**src/rtl/image_streamer_pkg.sv**
```systemverilog
// Shared fixed-point pixel definitions and streamer FSM encoding.
// The pixel format (INTEGER_WIDTH/FRACTION_WIDTH) matches the one regnet uses.
package image_streamer_pkg;

  localparam int INTEGER_WIDTH  = 8;
  localparam int FRACTION_WIDTH = 8;
  localparam int PIXEL_WIDTH    = INTEGER_WIDTH + FRACTION_WIDTH;

  // Signed fixed-point pixel; bit PIXEL_WIDTH-1 is the sign, the low
  // FRACTION_WIDTH bits are the fraction.
  typedef logic signed [PIXEL_WIDTH-1:0] pixel_t;

  typedef enum logic [1:0] {
    LOAD       = 2'd0,
    STREAM     = 2'd1,
    WAIT_LABEL = 2'd2
  } streamer_state_e;

  // Integer ceiling division for chunk counts.
  function automatic int ceil_div(input int a, input int b);
    return (a + b - 1) / b;
  endfunction

endpackage

```
**src/rtl/image_streamer_buffer.sv**
```systemverilog
// image_buffer: NUM_PIXELS-deep pixel store with one write port and an
// INPUT_SIZE-wide chunk read port. Lanes past the last pixel read as zero.
module image_buffer
  import image_streamer_pkg::*;
#(
  parameter int NUM_PIXELS = 10,
  parameter int INPUT_SIZE = 1,
  parameter int NUM_CHUNKS = ceil_div(NUM_PIXELS, INPUT_SIZE),
  parameter int ADDR_W     = $clog2(NUM_PIXELS + 1),
  parameter int CHUNK_W    = $clog2(NUM_CHUNKS + 1)
) (
  input  logic               clock,
  input  logic               wr_en,
  input  logic [ADDR_W-1:0]  wr_addr,
  input  pixel_t             wr_data,
  input  logic [CHUNK_W-1:0] rd_chunk,
  output pixel_t             rd_pixels [INPUT_SIZE]
);

  pixel_t mem    [NUM_PIXELS];
  pixel_t padded [NUM_CHUNKS][INPUT_SIZE];
  logic [CHUNK_W-1:0] rd_sel;

  // Pixel store; contents are don't-care after reset so no reset branch.
  always_ff @(posedge clock) begin
    if (wr_en) mem[wr_addr] <= wr_data;
  end

  // Chunk-ordered view of the store with the zero padding fixed at elaboration.
  for (genvar c = 0; c < NUM_CHUNKS; c++) begin : g_chunk
    for (genvar l = 0; l < INPUT_SIZE; l++) begin : g_lane
      if (c * INPUT_SIZE + l < NUM_PIXELS) begin : g_real
        assign padded[c][l] = mem[c*INPUT_SIZE+l];
      end else begin : g_pad
        assign padded[c][l] = '0;
      end
    end
  end

  // The controller only consumes data for chunk indices below NUM_CHUNKS;
  // clamp so the terminal count never reads outside the array.
  assign rd_sel = (rd_chunk < CHUNK_W'(NUM_CHUNKS)) ? rd_chunk : '0;

  // Chunk read mux.
  always_comb begin
    for (int i = 0; i < INPUT_SIZE; i++) rd_pixels[i] = padded[rd_sel][i];
  end

endmodule

```
**src/rtl/image_streamer.sv**
```systemverilog
// image_streamer: loads one image pixel-by-pixel, streams it to regnet as
// INPUT_SIZE-pixel chunks, then waits for label_ready before the next image.
// Optional build macro IMAGE_STREAMER_TIMEOUT_EN adds a WAIT_LABEL watchdog
// and a one-cycle timeout output.
//
// Handshake: a pixel is transferred on a rising clock edge where both
// in_valid and in_ready are high. in_ready is a registered output that does
// not depend on in_valid; in_valid/in_pixel seen while in_ready is low are
// ignored and nothing is stored. The image output side has no backpressure:
// image_ready marks each valid chunk on pixels for exactly one cycle.
module image_streamer
  import image_streamer_pkg::*;
#(
  parameter int NUM_PIXELS     = 10,
  parameter int INPUT_SIZE     = 1,
  parameter int TIMEOUT_CYCLES = 1024
) (
  input  logic            clock,
  input  logic            reset,
  input  pixel_t          in_pixel,
  input  logic            in_valid,
  output logic            in_ready,
  input  logic            label_ready,
  output logic            image_ready,
  output pixel_t          pixels [INPUT_SIZE],
  output logic            busy,
`ifdef IMAGE_STREAMER_TIMEOUT_EN
  output logic            timeout,
`endif
  output streamer_state_e state_dbg
);

  localparam int NUM_CHUNKS = ceil_div(NUM_PIXELS, INPUT_SIZE);
  localparam int LOAD_W     = $clog2(NUM_PIXELS + 1);
  localparam int CHUNK_W    = $clog2(NUM_CHUNKS + 1);

  if (NUM_PIXELS < 1 || INPUT_SIZE < 1 || TIMEOUT_CYCLES < 1) begin : g_param_check
    $error("image_streamer: NUM_PIXELS, INPUT_SIZE and TIMEOUT_CYCLES must be >= 1");
  end

  streamer_state_e    state, state_nxt;
  logic [LOAD_W-1:0]  load_cnt, load_cnt_nxt;
  logic [CHUNK_W-1:0] chunk_cnt, chunk_cnt_nxt;
  logic               image_ready_nxt;
  pixel_t             pixels_nxt [INPUT_SIZE];
  pixel_t             chunk_data [INPUT_SIZE];
  logic               wr_en;

`ifdef IMAGE_STREAMER_TIMEOUT_EN
  localparam int WD_W = $clog2(TIMEOUT_CYCLES + 1);
  logic [WD_W-1:0] wd_cnt, wd_cnt_nxt;
  logic            timeout_nxt;
`endif

  image_buffer #(
    .NUM_PIXELS (NUM_PIXELS),
    .INPUT_SIZE (INPUT_SIZE)
  ) u_buffer (
    .clock     (clock),
    .wr_en     (wr_en),
    .wr_addr   (load_cnt),
    .wr_data   (in_pixel),
    .rd_chunk  (chunk_cnt),
    .rd_pixels (chunk_data)
  );

  assign busy      = (state != LOAD);
  assign state_dbg = state;

  // Next-state, counter and registered-output decode.
  always_comb begin
    state_nxt       = state;
    load_cnt_nxt    = load_cnt;
    chunk_cnt_nxt   = chunk_cnt;
    image_ready_nxt = 1'b0;
    wr_en           = 1'b0;
    for (int i = 0; i < INPUT_SIZE; i++) pixels_nxt[i] = '0;
`ifdef IMAGE_STREAMER_TIMEOUT_EN
    wd_cnt_nxt  = '0;
    timeout_nxt = 1'b0;
`endif
    case (state)
      LOAD: begin
        if (in_valid && in_ready) begin
          wr_en = 1'b1;
          if (load_cnt == LOAD_W'(NUM_PIXELS - 1)) begin
            load_cnt_nxt = '0;
            state_nxt    = STREAM;
          end else begin
            load_cnt_nxt = load_cnt + 1'b1;
          end
        end
      end
      STREAM: begin
        // One chunk per cycle; the extra terminal cycle clears the outputs.
        if (chunk_cnt < CHUNK_W'(NUM_CHUNKS)) begin
          image_ready_nxt = 1'b1;
          for (int i = 0; i < INPUT_SIZE; i++) pixels_nxt[i] = chunk_data[i];
          chunk_cnt_nxt = chunk_cnt + 1'b1;
        end else begin
          chunk_cnt_nxt = '0;
          state_nxt     = WAIT_LABEL;
        end
      end
      WAIT_LABEL: begin
        if (label_ready) begin
          state_nxt = LOAD;
        end
`ifdef IMAGE_STREAMER_TIMEOUT_EN
        else if (wd_cnt == WD_W'(TIMEOUT_CYCLES - 1)) begin
          state_nxt   = LOAD;
          timeout_nxt = 1'b1;
        end else begin
          wd_cnt_nxt = wd_cnt + 1'b1;
        end
`endif
      end
      default: state_nxt = LOAD;
    endcase
  end

  // State, counters and registered outputs.
  always_ff @(posedge clock or negedge reset) begin
    if (!reset) begin
      state       <= LOAD;
      load_cnt    <= '0;
      chunk_cnt   <= '0;
      in_ready    <= 1'b0;
      image_ready <= 1'b0;
      for (int i = 0; i < INPUT_SIZE; i++) pixels[i] <= '0;
    end else begin
      state       <= state_nxt;
      load_cnt    <= load_cnt_nxt;
      chunk_cnt   <= chunk_cnt_nxt;
      in_ready    <= (state_nxt == LOAD);
      image_ready <= image_ready_nxt;
      for (int i = 0; i < INPUT_SIZE; i++) pixels[i] <= pixels_nxt[i];
    end
  end

`ifdef IMAGE_STREAMER_TIMEOUT_EN
  // Watchdog counter (cleared outside WAIT_LABEL) and timeout pulse.
  always_ff @(posedge clock or negedge reset) begin
    if (!reset) begin
      wd_cnt  <= '0;
      timeout <= 1'b0;
    end else begin
      wd_cnt  <= wd_cnt_nxt;
      timeout <= timeout_nxt;
    end
  end
`endif

endmodule

```
**config.mk**
```make
export PLATFORM = sky130hd
export DESIGN_NAME = image_streamer
export DESIGN_NICKNAME = d
export VERILOG_FILES = /design/src/rtl/image_streamer_pkg.sv /design/src/rtl/image_streamer_buffer.sv /design/src/rtl/image_streamer.sv
export SDC_FILE = /design/constraint.sdc
export NUM_CORES = 1
export LEC_CHECK = 0
export CELL_PAD_IN_SITES_DETAIL_PLACEMENT = 2
export CELL_PAD_IN_SITES_GLOBAL_PLACEMENT = 2
export CORE_ASPECT_RATIO = 1.5
export CORE_MARGIN = 3
export CORE_UTILIZATION = 41
export CTS_BUF_LIST = sky130_fd_sc_hd__clkbuf_8
export CTS_CLUSTER_SIZE = 30
export DETAILED_ROUTE_END_ITERATION = 8
export GPL_TIMING_DRIVEN = 0
export HOLD_SLACK_MARGIN = 0.15
export PLACE_DENSITY_LB_ADDON = 0.1
export SLEW_MARGIN = 20
export SYNTH_ARGS = -nofsm -noshare
export SYNTH_HDL_FRONTEND = slang
export SYNTH_SLANG_ARGS = --single-unit
```
**constraint.sdc**
```tcl
create_clock -name clock -period 2.9 [get_ports clock]
set_input_delay 0.29 -clock clock [delete_from_list [all_inputs] [get_ports clock]]
set_output_delay 0.29 -clock clock [all_outputs]
set_load 0.05 [all_outputs]
```
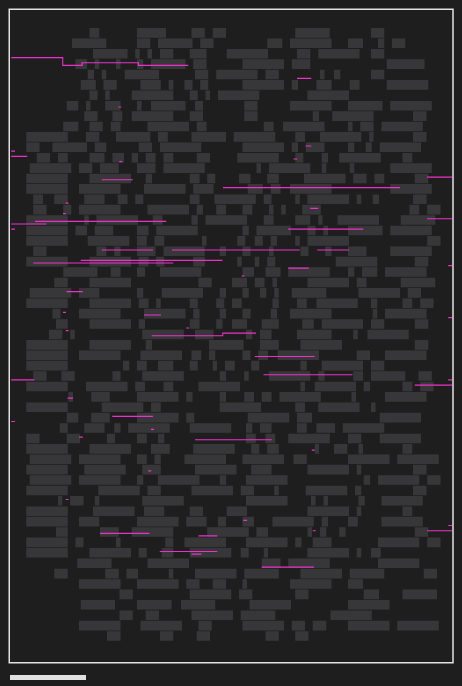
Figure 1: the metal 3 layer.
Bar = 20 microns.
The layer carries 505 microns of wire. 33 nets have wire on it.
Via Count: 4,326
global-route met3 utilization: 0.0258
wire length after detailed routing: 21,100 microns

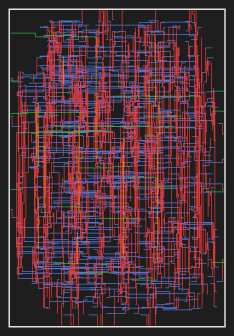
Figure 2: routed metal, one color a layer.
Key: orange = met4 [wire length 482 microns]; red = met2 [wire length 12,300 microns]; blue = met1 [wire length 7,770 microns]; green = met3 [wire length 505 microns]
final routed wire length divided by cell count: 27.7 microns
total routing resource utilization after global routing: 0.227

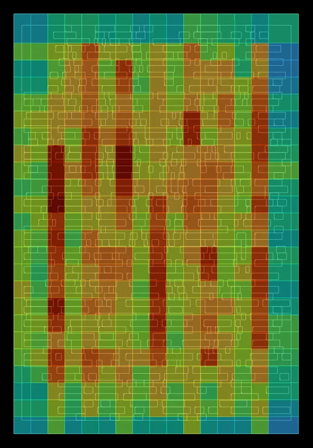
Figure 3: routing congestion.
most used routing layer in global routing: met2
Final Core Density: 0.498
grt met1 use: 0.254

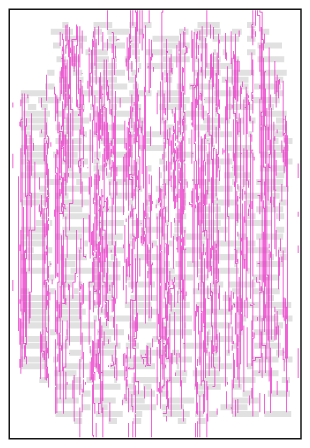
Figure 4: signal wires on met2.
514 nets have wire on it. The wires run mostly vertical.
met2 Resource Use GR: 0.434

==> registers in the layout, indices dropped and copies added (netlist names) <==
name and count:
in_ready 1, u_buffer.mem 160, image_ready 1, load_cnt 4, pixels 16, state_dbg 2, chunk_cnt 4
==> layer usage <==
metal  GRT usage  wire length (microns)  vias up
met5           0                      0        -
met4      0.0868                    481        0
met3      0.0258                    505       30
met2       0.434                  12300       75
met1       0.254                   7770     2285
li1            -                      -     1936
==> kinds of logic (layout without fill, tap and decap cells) <==
group                      count (synthesis)  after routing  share of synthesized area
DFF                                      188            188                      0.744
and+or+nand+nor                          109            109                     0.0779
AOI/OAI and AO/OA                         86             86                     0.0867
muxes                                     46             46                     0.0636
buffers and inverters                     31            116                     0.0238
xor gates and xnor gates                   2              2                    0.00237
adders and majority gates                  1              1                    0.00169
==> notes.md <==
The synthesis and PnR run went through. The gate-level netlist out of Yosys references 46 unique cell types. Initial cell density of the core landed at 0.421. The final timing report gives a worst setup slack of 0.550 ns.

For the completed layout, the total cell area is recorded as 8750 sq um. The first global-routing pass estimated 31,400 microns of wire. For this block, the initial DRC count from the detailed router was 191. The horizontal die dimension reported for this design is 116 microns.

For the final routed database, the setup TNS stands at 0 ns. In the final layout, the share of cells above drive strength 1 is 0.170. The layout has 2 inverters outside the clock class. Number of cells on the worst reg-to-reg path landed at 4.

Per report_power, the Combinational row totals 3.21 mW. Post-CTS setup buffer count landed at 0. Setup repair after global routing left no endpoint under its margin. The largest individual stage delay along the critical path comes from the cell nor4_4.

Area share of the leading cell type in the synthesized netlist landed at 0.649. The worst setup path is launched from a flop. Post-route antenna net violation count landed at 0.

Worst setup slack before clock tree synthesis landed at 0.242 ns. In the routed layout, each cell is associated on average with a via count of 5.68. Power share of the sequential group landed at 0.387.

Number of buffers and inverters on the critical path landed at 1. Combined area of the multi-input logic cells landed at 1790 sq um. Count of placed standard cells including taps landed at 728.

Warnings reported by Yosys during synthesis add up to 0. Area share of buffers outside the clock network landed at 0.0791. Overflow left after global routing landed at 0. Of the total standard cell area in the layout, the multi-input combinational portion is 0.205.

The flow ran to the end, and the final reports show no timing, DRC or antenna violations. In this run the critical register-to-register path is captured at u_buffer.mem[1][9]$_DFFE_PP_. Power consumed by the clock network landed at 2.10 mW. The main area contributors are edfxtp_1, dfrtp_1, mux2i_1.

The placement summary gives the final routability congestion estimate as 0.748. In the final design database the tool counted 556 nets. Total core area landed at 17,600 sq um. Synthesis produced 463 cells. The largest share of the power goes to sequential cells.

Final-layout clock-cell area share landed at 0.0556. The largest total area in the synthesized netlist belongs to edfxtp_1. For reference, the critical path is launched at state_dbg[1]$_DFF_PN0_.

The floorplan step defined a die boundary enclosing 19,700 sq um. Number of cell instances after yosys synthesis landed at 463. Summed over all sequential cells, the power is 3.34 mW.

Leakage power total landed at 2.99 nW. Delay contributed by the slowest stage of the critical path landed at 0.70 ns. Via count of the first global-routing pass landed at 4,870. The internal portion of the total power is 5.41 mW. Portion of total power attributed to combinational logic landed at 0.371. Headroom to the max-slew limit landed at 0.394. Buffers inserted during clock tree synthesis total 17.

Final worst-path cycle share landed at 0.810. The wire-length estimate of the detail-placed layout is 14,000 microns.
Power figures rest on the tool's default switching activity, not on a simulated workload.
